## src/rtl/rat_io_pkg.sv

```systemverilog
// Shared constants and address-decode helper for the RAT_MCU port-mapped I/O hub.
package rat_io_pkg;

    localparam logic [7:0] IN_BASE_DEF   = 8'h20;
    localparam logic [7:0] OUT_BASE_DEF  = 8'h40;
    localparam logic [7:0] STATUS_ID_DEF = 8'hF0;
    localparam logic [7:0] MASK_ID_DEF   = 8'hF1;
    localparam logic [7:0] ACK_ID_DEF    = 8'hF2;

    // True when id falls in [base, base+n); done in int so base+n cannot wrap.
    function automatic logic in_range(input logic [7:0] id, input logic [7:0] base, input int n);
        return (int'(id) >= int'(base)) && (int'(id) < int'(base) + n);
    endfunction

endpackage

```

## src/rtl/rat_io_sync_edge.sv

```systemverilog
// One input channel: 2-flop synchroniser plus previous-value register for change detection.
module rat_io_sync_edge #(
    parameter int W = 8
) (
    input  logic         CLK,
    input  logic         RESET_N,
    input  logic [W-1:0] async_i,
    input  logic         warm_i,
    output logic [W-1:0] sync_o,
    output logic         chg_o
);

    logic [W-1:0] meta_q;
    logic [W-1:0] sync_q;
    logic [W-1:0] prev_q;

    always_ff @(posedge CLK or negedge RESET_N) begin
        if (!RESET_N) begin
            meta_q <= '0;
            sync_q <= '0;
            prev_q <= '0;
        end else begin
            meta_q <= async_i;
            sync_q <= meta_q;
            prev_q <= sync_q;
        end
    end

    assign sync_o = sync_q;
    // Gated until the synchroniser has filled so reset-time input values do not look like edges.
    assign chg_o  = warm_i && (sync_q != prev_q);

endmodule

```

## src/rtl/rat_io_hub.sv

```systemverilog
// Port-mapped I/O hub for RAT_MCU: synchronised inputs, output registers with readback,
// and per-channel change-detect interrupts with mask and write-1-to-clear acknowledge.
module rat_io_hub
    import rat_io_pkg::*;
#(
    parameter int         N_IN      = 4,
    parameter int         N_OUT     = 4,
    parameter int         W         = 8,
    parameter logic [7:0] IN_BASE   = IN_BASE_DEF,
    parameter logic [7:0] OUT_BASE  = OUT_BASE_DEF,
    parameter logic [7:0] STATUS_ID = STATUS_ID_DEF,
    parameter logic [7:0] MASK_ID   = MASK_ID_DEF,
    parameter logic [7:0] ACK_ID    = ACK_ID_DEF
) (
    input  logic               CLK,
    input  logic               RESET_N,
    input  logic [7:0]         PORT_ID,
    input  logic [W-1:0]       OUT_PORT,
    input  logic               IO_STRB,
    output logic [W-1:0]       IN_PORT,
    output logic               INTR,
    input  logic [N_IN*W-1:0]  IN_DATA,
    output logic [N_OUT*W-1:0] OUT_DATA
);

    localparam bit RANGES_OVERLAP =
        (int'(IN_BASE) < int'(OUT_BASE) + N_OUT) && (int'(OUT_BASE) < int'(IN_BASE) + N_IN);
    localparam bit CTRL_IN_RANGE =
        in_range(STATUS_ID, IN_BASE, N_IN) || in_range(STATUS_ID, OUT_BASE, N_OUT) ||
        in_range(MASK_ID,   IN_BASE, N_IN) || in_range(MASK_ID,   OUT_BASE, N_OUT) ||
        in_range(ACK_ID,    IN_BASE, N_IN) || in_range(ACK_ID,    OUT_BASE, N_OUT);
    localparam bit CTRL_DUP =
        (STATUS_ID == MASK_ID) || (STATUS_ID == ACK_ID) || (MASK_ID == ACK_ID);

    if (N_IN < 1 || N_IN > W) begin : g_bad_n_in
        $error("rat_io_hub: N_IN must be in 1..W");
    end
    if (N_OUT < 1 || N_OUT > 16) begin : g_bad_n_out
        $error("rat_io_hub: N_OUT must be in 1..16");
    end
    if (RANGES_OVERLAP || CTRL_IN_RANGE || CTRL_DUP) begin : g_bad_map
        $error("rat_io_hub: port ID map has overlapping entries");
    end

    logic [1:0]      warm_cnt_q, warm_cnt_d;
    logic            warm;
    logic [W-1:0]    sync_ch [N_IN];
    logic [N_IN-1:0] chg;
    logic [W-1:0]    out_q [N_OUT];
    logic [W-1:0]    out_d [N_OUT];
    logic [N_IN-1:0] mask_q, mask_d;
    logic [N_IN-1:0] pend_q, pend_d;
    logic            intr_q, intr_d;
    logic [N_IN-1:0] ack_bits;
    logic            wr_out, wr_mask, wr_ack;
    logic            rd_in, rd_out;
    logic [W-1:0]    rd_data;

    assign warm       = (warm_cnt_q == 2'd3);
    assign warm_cnt_d = warm ? warm_cnt_q : warm_cnt_q + 2'd1;

    for (genvar k = 0; k < N_IN; k++) begin : g_in
        rat_io_sync_edge #(.W(W)) u_sync (
            .CLK     (CLK),
            .RESET_N (RESET_N),
            .async_i (IN_DATA[k*W +: W]),
            .warm_i  (warm),
            .sync_o  (sync_ch[k]),
            .chg_o   (chg[k])
        );
    end

    for (genvar k = 0; k < N_OUT; k++) begin : g_out
        assign OUT_DATA[k*W +: W] = out_q[k];
    end

    assign rd_in    = in_range(PORT_ID, IN_BASE, N_IN);
    assign rd_out   = in_range(PORT_ID, OUT_BASE, N_OUT);
    assign wr_out   = IO_STRB && rd_out;
    assign wr_mask  = IO_STRB && (PORT_ID == MASK_ID);
    assign wr_ack   = IO_STRB && (PORT_ID == ACK_ID);
    assign ack_bits = wr_ack ? OUT_PORT[N_IN-1:0] : '0;

    always_comb begin
        for (int k = 0; k < N_OUT; k++) begin
            out_d[k] = out_q[k];
            if (wr_out && (PORT_ID == OUT_BASE + 8'(k))) out_d[k] = OUT_PORT;
        end
        mask_d = wr_mask ? OUT_PORT[N_IN-1:0] : mask_q;
        // A new event on the same edge as its acknowledge keeps the flag set.
        pend_d = (pend_q & ~ack_bits) | chg;
        intr_d = |(pend_q & mask_q);
    end

    always_ff @(posedge CLK or negedge RESET_N) begin
        if (!RESET_N) begin
            warm_cnt_q <= '0;
            for (int k = 0; k < N_OUT; k++) out_q[k] <= '0;
            mask_q     <= '0;
            pend_q     <= '0;
            intr_q     <= 1'b0;
        end else begin
            warm_cnt_q <= warm_cnt_d;
            for (int k = 0; k < N_OUT; k++) out_q[k] <= out_d[k];
            mask_q     <= mask_d;
            pend_q     <= pend_d;
            intr_q     <= intr_d;
        end
    end

    always_comb begin
        rd_data = '0;
        if (rd_in) begin
            for (int k = 0; k < N_IN; k++)
                if (PORT_ID == IN_BASE + 8'(k)) rd_data = sync_ch[k];
        end else if (rd_out) begin
            for (int k = 0; k < N_OUT; k++)
                if (PORT_ID == OUT_BASE + 8'(k)) rd_data = out_q[k];
        end else if (PORT_ID == STATUS_ID) begin
            rd_data = W'(pend_q);
        end else if (PORT_ID == MASK_ID) begin
            rd_data = W'(mask_q);
        end
    end

    assign IN_PORT = rd_data;
    assign INTR    = intr_q;

endmodule
```

## config.mk

```make
export PLATFORM = sky130hd
export DESIGN_NAME = rat_io_hub
export DESIGN_NICKNAME = d
export VERILOG_FILES = /design/src/rtl/rat_io_pkg.sv /design/src/rtl/rat_io_sync_edge.sv /design/src/rtl/rat_io_hub.sv
export SDC_FILE = /design/constraint.sdc
export NUM_CORES = 1
export LEC_CHECK = 0
export CAP_MARGIN = 15
export CORE_MARGIN = 4
export CORE_UTILIZATION = 56
export CTS_BUF_LIST = sky130_fd_sc_hd__clkbuf_8 sky130_fd_sc_hd__clkbuf_16
export DETAILED_ROUTE_END_ITERATION = 16
export PLACE_DENSITY = 0.94
export SLEW_MARGIN = 30
export SYNTH_ARGS = -nofsm -noshare
export SYNTH_HDL_FRONTEND = slang
export SYNTH_SLANG_ARGS = --single-unit
```

## constraint.sdc

```tcl
create_clock -name CLK -period 3.6 [get_ports CLK]
set_input_delay 0.72 -clock CLK [delete_from_list [all_inputs] [get_ports CLK]]
set_output_delay 0.72 -clock CLK [all_outputs]
set_load 0.01 [all_outputs]
```

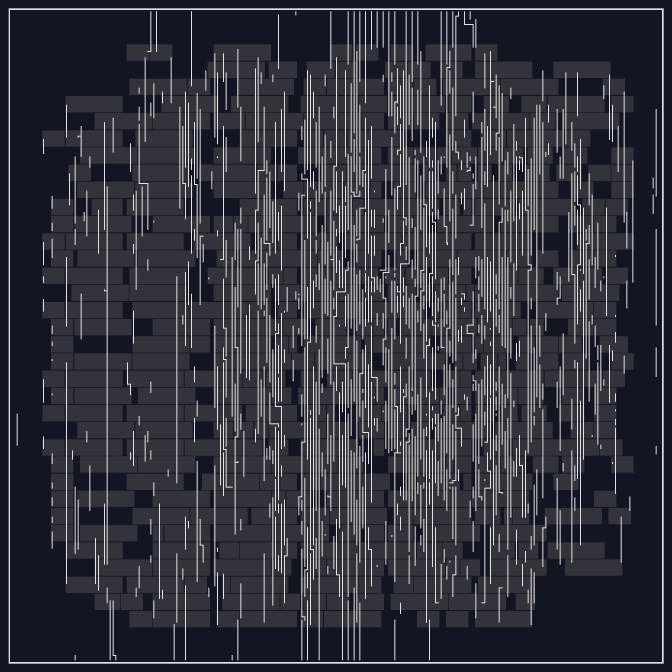
*Met2 routing*
Cells faint in the background.
- wire length on this layer: 5890 um
- longest straight run: 59.8 um
- main direction: vertical
- share of all routed wire: 50%
- nets with wire on the layer: 441
via count: 3246
Post-Route WL: 11900 um
met2 usage: 0.381

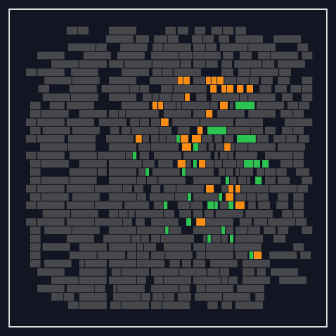
*Selected gate families*
- green: NAND gates (cells 26)
- orange: inverting AOI/OAI gates (cells 31)

==> changes_impl.md <==
### Changed

- Outcome: finished clean
- RSZ-0062 raised after global routing: false
- RD Place Congestion: approximately 1
- Chip Area, Yosys: 5090 sq um
- Fmax: around 0.28 GHz
- Xor/xnor share: 0.0568
- Worst vdd ir: between 0.3 and 0.4 mV
- Most frequent logic cells in the routed design: 139 x dfrtp_1, 84 x clkdlybuf4s50_1, 41 x mux2_2, 32 x xor2_1, 16 x clkbuf_16
- Crit path buf inv count: 3
- Fin crit period: 3.52 ns
- Layout Area Growth over Synthesis: 36.0%
- CTS hold repair buffers: 0
- Core Box Area: approximately 8800 sq um
- Cts repair resizes: 1
- Setup crit start kind: input pin
- Mapped cell area: between 5000 and 6000 sq um
- R2R depth: 4
- Total track usage: 0.244
- First-pass DRT Iterations: 4
- Synth mux share: 0.132
- Combinational Power Share: 0.067
- Post-synth seq share: 0.684
- Min-Delay Path Class: in2async
- Setup-failing EPs final: 0
- R2r endpoint: pend_q[1]$_DFF_PN0_
- Logic area: 1570 sq um
- Internal Power: 0.00299 W
- Total grt overflow: 0
- Share of power burned in registers: 0.445
- CP peak stage delay: approximately 0.57 ns
- Place WS: 0.0244 ns
- CP max stage cell: clkdlybuf4s50_1
- Setup Skew: 0.00369 ns
- Dominant cell area share: 0.684
- Worst path most repeated cell: clkdlybuf4s50_1
- Worst-case clock buffer depth: 2
- Finished Layout Cells: about 570
- Die area: between 10000 and 15000 sq um
- Die W: 103 um
- ANT cells: 0
- Post-Syn Instances: between 300 and 400
- Max-Cap Viols: 0
- Crit end category: output pin
- Synth warn: 0
- Mean Syn Cell Area: 15.5 sq um
- Lkg Pwr: 3.12 nW
- Largest net degree at the start of global routing: 74
- Top cells by area: dfrtp_1 68%, mux2_2 9.1%, xor2_1 5.5%
- Fraction of layout cells with a size suffix above 1: 0.215
- End of the critical path: IN_PORT[7]
- Ao+oa area frac: 0.0514
- Initial antenna violation count: 0
- Final Max-Slew Violation Tally: 0
- CP delay by family, top: buffers and inverters
- Setup Buffers After CTS: 0
- Post-route DRC: 0
- Stages on the worst setup path: 7
- Floorplan net count: roughly 380
- Yosys top cell by area: dfrtp_1
- FF-to-FF setup slack: between 2 and 2.5 ns
- First-iteration detailed-routing DRC count: 315
- Clk latency late pin: between 0.5 and 0.6 ns
- Num CTS Buffers: 17
- Global-route wire length before repair: about 19000 um
- I/O pin count: between 90 and 100
- Max H-tree Level: 4
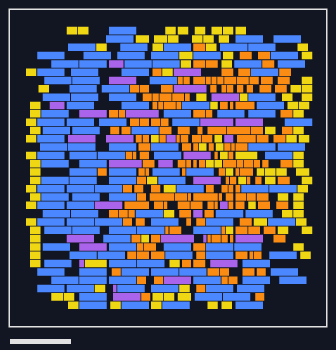
*Placed cells, one color a class*
Bar = 20 um.
- orange: combinational and other logic (cells 182)
- purple: clock drivers and dummy loads (cells 31)
- yellow: other buffers and delay cells (cells 109)
- blue: flops (cells 139)
final instance area: 6920 sq um
# rows: 34

==> stage by stage <==
stage,util,hold slack (ns),total power (W)
after detailed placement,0.714,0.335,0.00196
after CTS,0.787,0.334,0.00381
after global routing,0.790,0.252,0.00391
after floorplan,-,0.331,0.00178
after global placement,0.714,0.334,0.00194
final,0.790,0.214,0.00378
==> synthesized netlist by cell type <==
cell type / instances
nor4_1: 9
dfrtp_1: 139
inv_1: 1
nand3_1: 3
a21oi_1: 2
o211ai_1: 5
buf_1: 3
nand2b_1: 3
buf_2: 2
o21ai_0: 8
mux2i_1: 2
xor2_1: 32
ha_1: 1
mux4_2: 3
a32oi_1: 2
and3_1: 1
buf_4: 1
nand3_4: 3
o22a_1: 3
clkbuf_1: 2
o22ai_1: 10
nand4_1: 1
a22oi_1: 2
nand4b_1: 1
mux2_2: 41
nor4_2: 2
mux2_1: 11
xnor2_1: 1
nor4_4: 1
a22o_1: 4
or3_1: 2
or2_1: 1
nand2_1: 15
nor2_1: 4
o221ai_1: 2
nor3_1: 5
nor2b_1: 1
==> power groups by stage <==
stage / logic (W) / registers (W) / clock network (W)
after floorplan: 0.0000867 / 0.00170 / 0
after global placement: 0.000242 / 0.00170 / 0
after detailed placement: 0.000250 / 0.00171 / 0
after CTS: 0.000254 / 0.00168 / 0.00187
after global routing: 0.000274 / 0.00169 / 0.00194
final: 0.000253 / 0.00168 / 0.00185
==> cell type report <==
cell class | count | area share
sequential | 139 | 0.503
timing repair buffer | 109 | 0.158
clock buffer | 19 | 0.0638
multi-input combinational | 181 | 0.227
tap | 108 | 0.0195
inverter | 1 | 0.000542
clock inverter | 12 | 0.0284
==> metal layers <==
metal | track usage | share of wire
met1 | 0.315 | 0.39
met2 | 0.381 | 0.50
met3 | 0.0637 | 0.080
met4 | 0.132 | 0.031
met5 | 0 | 0
Power and IR drop assume default switching activity.
